Design dec4_16_stream, sky130hd; sources not shown.
**Met1 routing**

(10 px per um) Supply wires on this layer in gray.
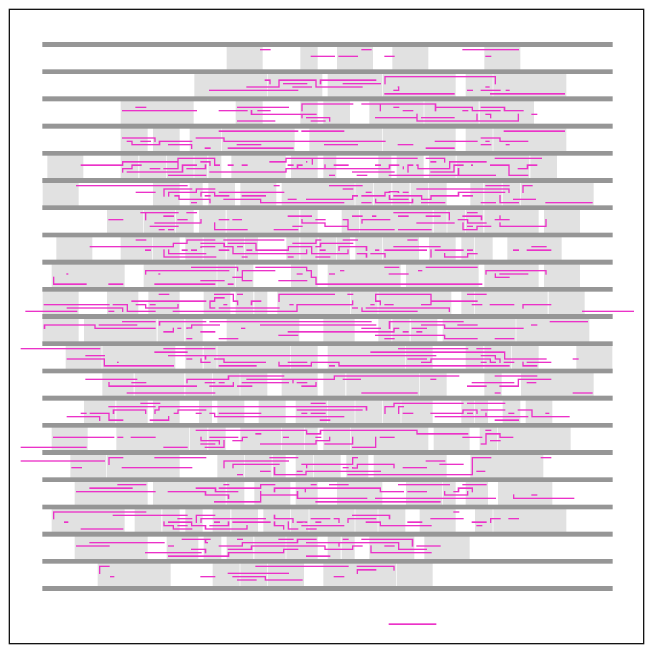
The layer carries 1,810 um of wire. The wires run mostly horizontal. 205 nets have wire on it. The layer holds 42% of the routed length.
met1 Usage GRT: 28.2%
Routed WL: 4270 um
vias post-DR: 1,531

**Routing congestion**

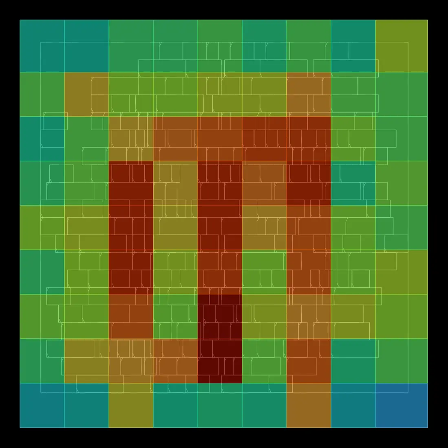
Wirelength per Cell: 16.3 um
M3 GR Usage: 6.24%
Final Util: 71.0%
overall routing resource usage: 23.2%
grt peak-use layer: met2

==> results.toml <==
# flow metrics
[cells_and_area]
drive_gt1_share_pct = 24.0
lay_top_cells = "36 x dfxtp_1, 24 x clkdlybuf4s50_1, 21 x nand2_1, 21 x a21oi_1, 21 x buf_4"
n_antenna_cell = 0
nets = 225
flop_area_um2 = 721
fillers = 242
final_area_mm2 = 0.00220
syn2layout_area_growth_pct = 29.0

[floorplanning]
dieArea_mm2 = 0.00401
fp.dieH_um = 63.3
core_area_mm2 = 0.00310
fp_util_pct = 55.0
die_w_um = 63.3

[global_routing]
grt_pass1_vias = 1600
grt_pass1_wl_um = 7320
grt_overflow = 0
grt_antenna_before_repair = 0

[yosys]
top_area_cell = "dfxtp_1"
yosysWarningCount = 0
ys_chip_area_mm2 = 0.00171
ys.flop_type = "dfxtp_1"
ys_types = 36
yosys_cells = 172
avgSynthCellArea_um2 = 9.92
top_area_share_pct = 42.2

[setup_path]
slowest_delay_ns = 0.70
path_class = "reg -> out"
path_cells = "clkdlybuf4s50_1"
cpLargestDelayFamily = "buffers and inverters"
crit_required_ns = 1.56
cp.depth = 1
cp.arrival_ns = 1.45
cp_num_buf_inv = 1
crit_path_end_kind = "primary output"
reg2regPathDepth = 5

[sta]
slew_headroom_pct = 48.3
tightest_slew_ns = 0.772
totalNegativeSetupSlack_ns = 0
maxSlewViolCount = 0
rsz0062_at_grt = "no"
hold_ws_ns = 0.277
setup_viol = 0

[clocking]
insertion_delay_ns = 0.36
cts_max_path_buffers = 2
hold_buffers = 0
clkSinkCount = 36
tritoncts = "done"
cts-root-buf = "clkbuf_4"

[pwr]
internal-power_uw = 945
leakage_nw = 0.740
p_sw_uw = 433
combPwrFrac_pct = 21.9
p_seq_share_pct = 49.3

[placed_design]
io_buffers = 26
place_hpwl_um = 3100

[min_path]
whs_path_depth = 1
hp-class = "reg -> reg"

[routing]
drc_errors = 0
drt-initial-drc-count = 88

[status]
status = "completed"

[flow_run]
warning_count = 26
-- power groups by stage --
stage | registers (mW) | logic [mW] | clock network, mW
floorplan | 0.702 | 0.177 | 0
global placement | 0.692 | 0.293 | 0
detailed placement | 0.693 | 0.301 | 0
CTS | 0.679 | 0.300 | 0.399
global route | 0.681 | 0.322 | 0.438
finish | 0.679 | 0.302 | 0.397
-- metal layers --
metal / global-route usage (%) / vias to the layer above / share of wire (%)
met2: 38.9 / 71 / 49
met4: 8.89 / 0 / 2.1
met3: 6.24 / 13 / 6.8
li1: - / 733 / -
met5: 0 / - / 0
met1: 28.2 / 714 / 42
-- synth_stat cells, types with 3 or more instances --
library cell and n:
o2bb2ai_1 6, o21ai_1 10, dfxtp_1 36, nor3b_1 3
nand2_1 21, clkbuf_1 3, and3b_1 3, o21ai_0 6
a21oi_1 21, o2bb2ai_2 10, a22oi_1 16, buf_2 5
nand2b_1 3
-- timing repair --
item,4_1_cts,5_1_grt
cloned,0,0
pin swaps,0,0
gates resized,1,1
setup endpoints to repair,1,1
-- metrics by stage --
stage	setup WS, ns	cells
floorplan	0.351	172
global placement	-0.00297	253
detailed placement	-0.0455	253
CTS	0.0135	261
global route	0.0848	261
finish	0.111	261
-- layout make-up --
class | count | share of cell area, %
well taps | 44 | 2.50
repair buffers | 49 | 20.9
multi-input cells | 124 | 41.0
clock inverters | 2 | 0.625
clock buffers | 6 | 2.33
flip-flops and latches | 36 | 32.7
-- logic make-up (layout without fill, tap and decap cells) --
kind of cell    Yosys count  after routing  share of synthesized area [%]
buf+inv                  12             57                           5.06
flops                    36             36                           42.2
simple gates             45             45                           16.0
compound gates           79             79                           36.7
Power is estimated from default activity; no workload was simulated.
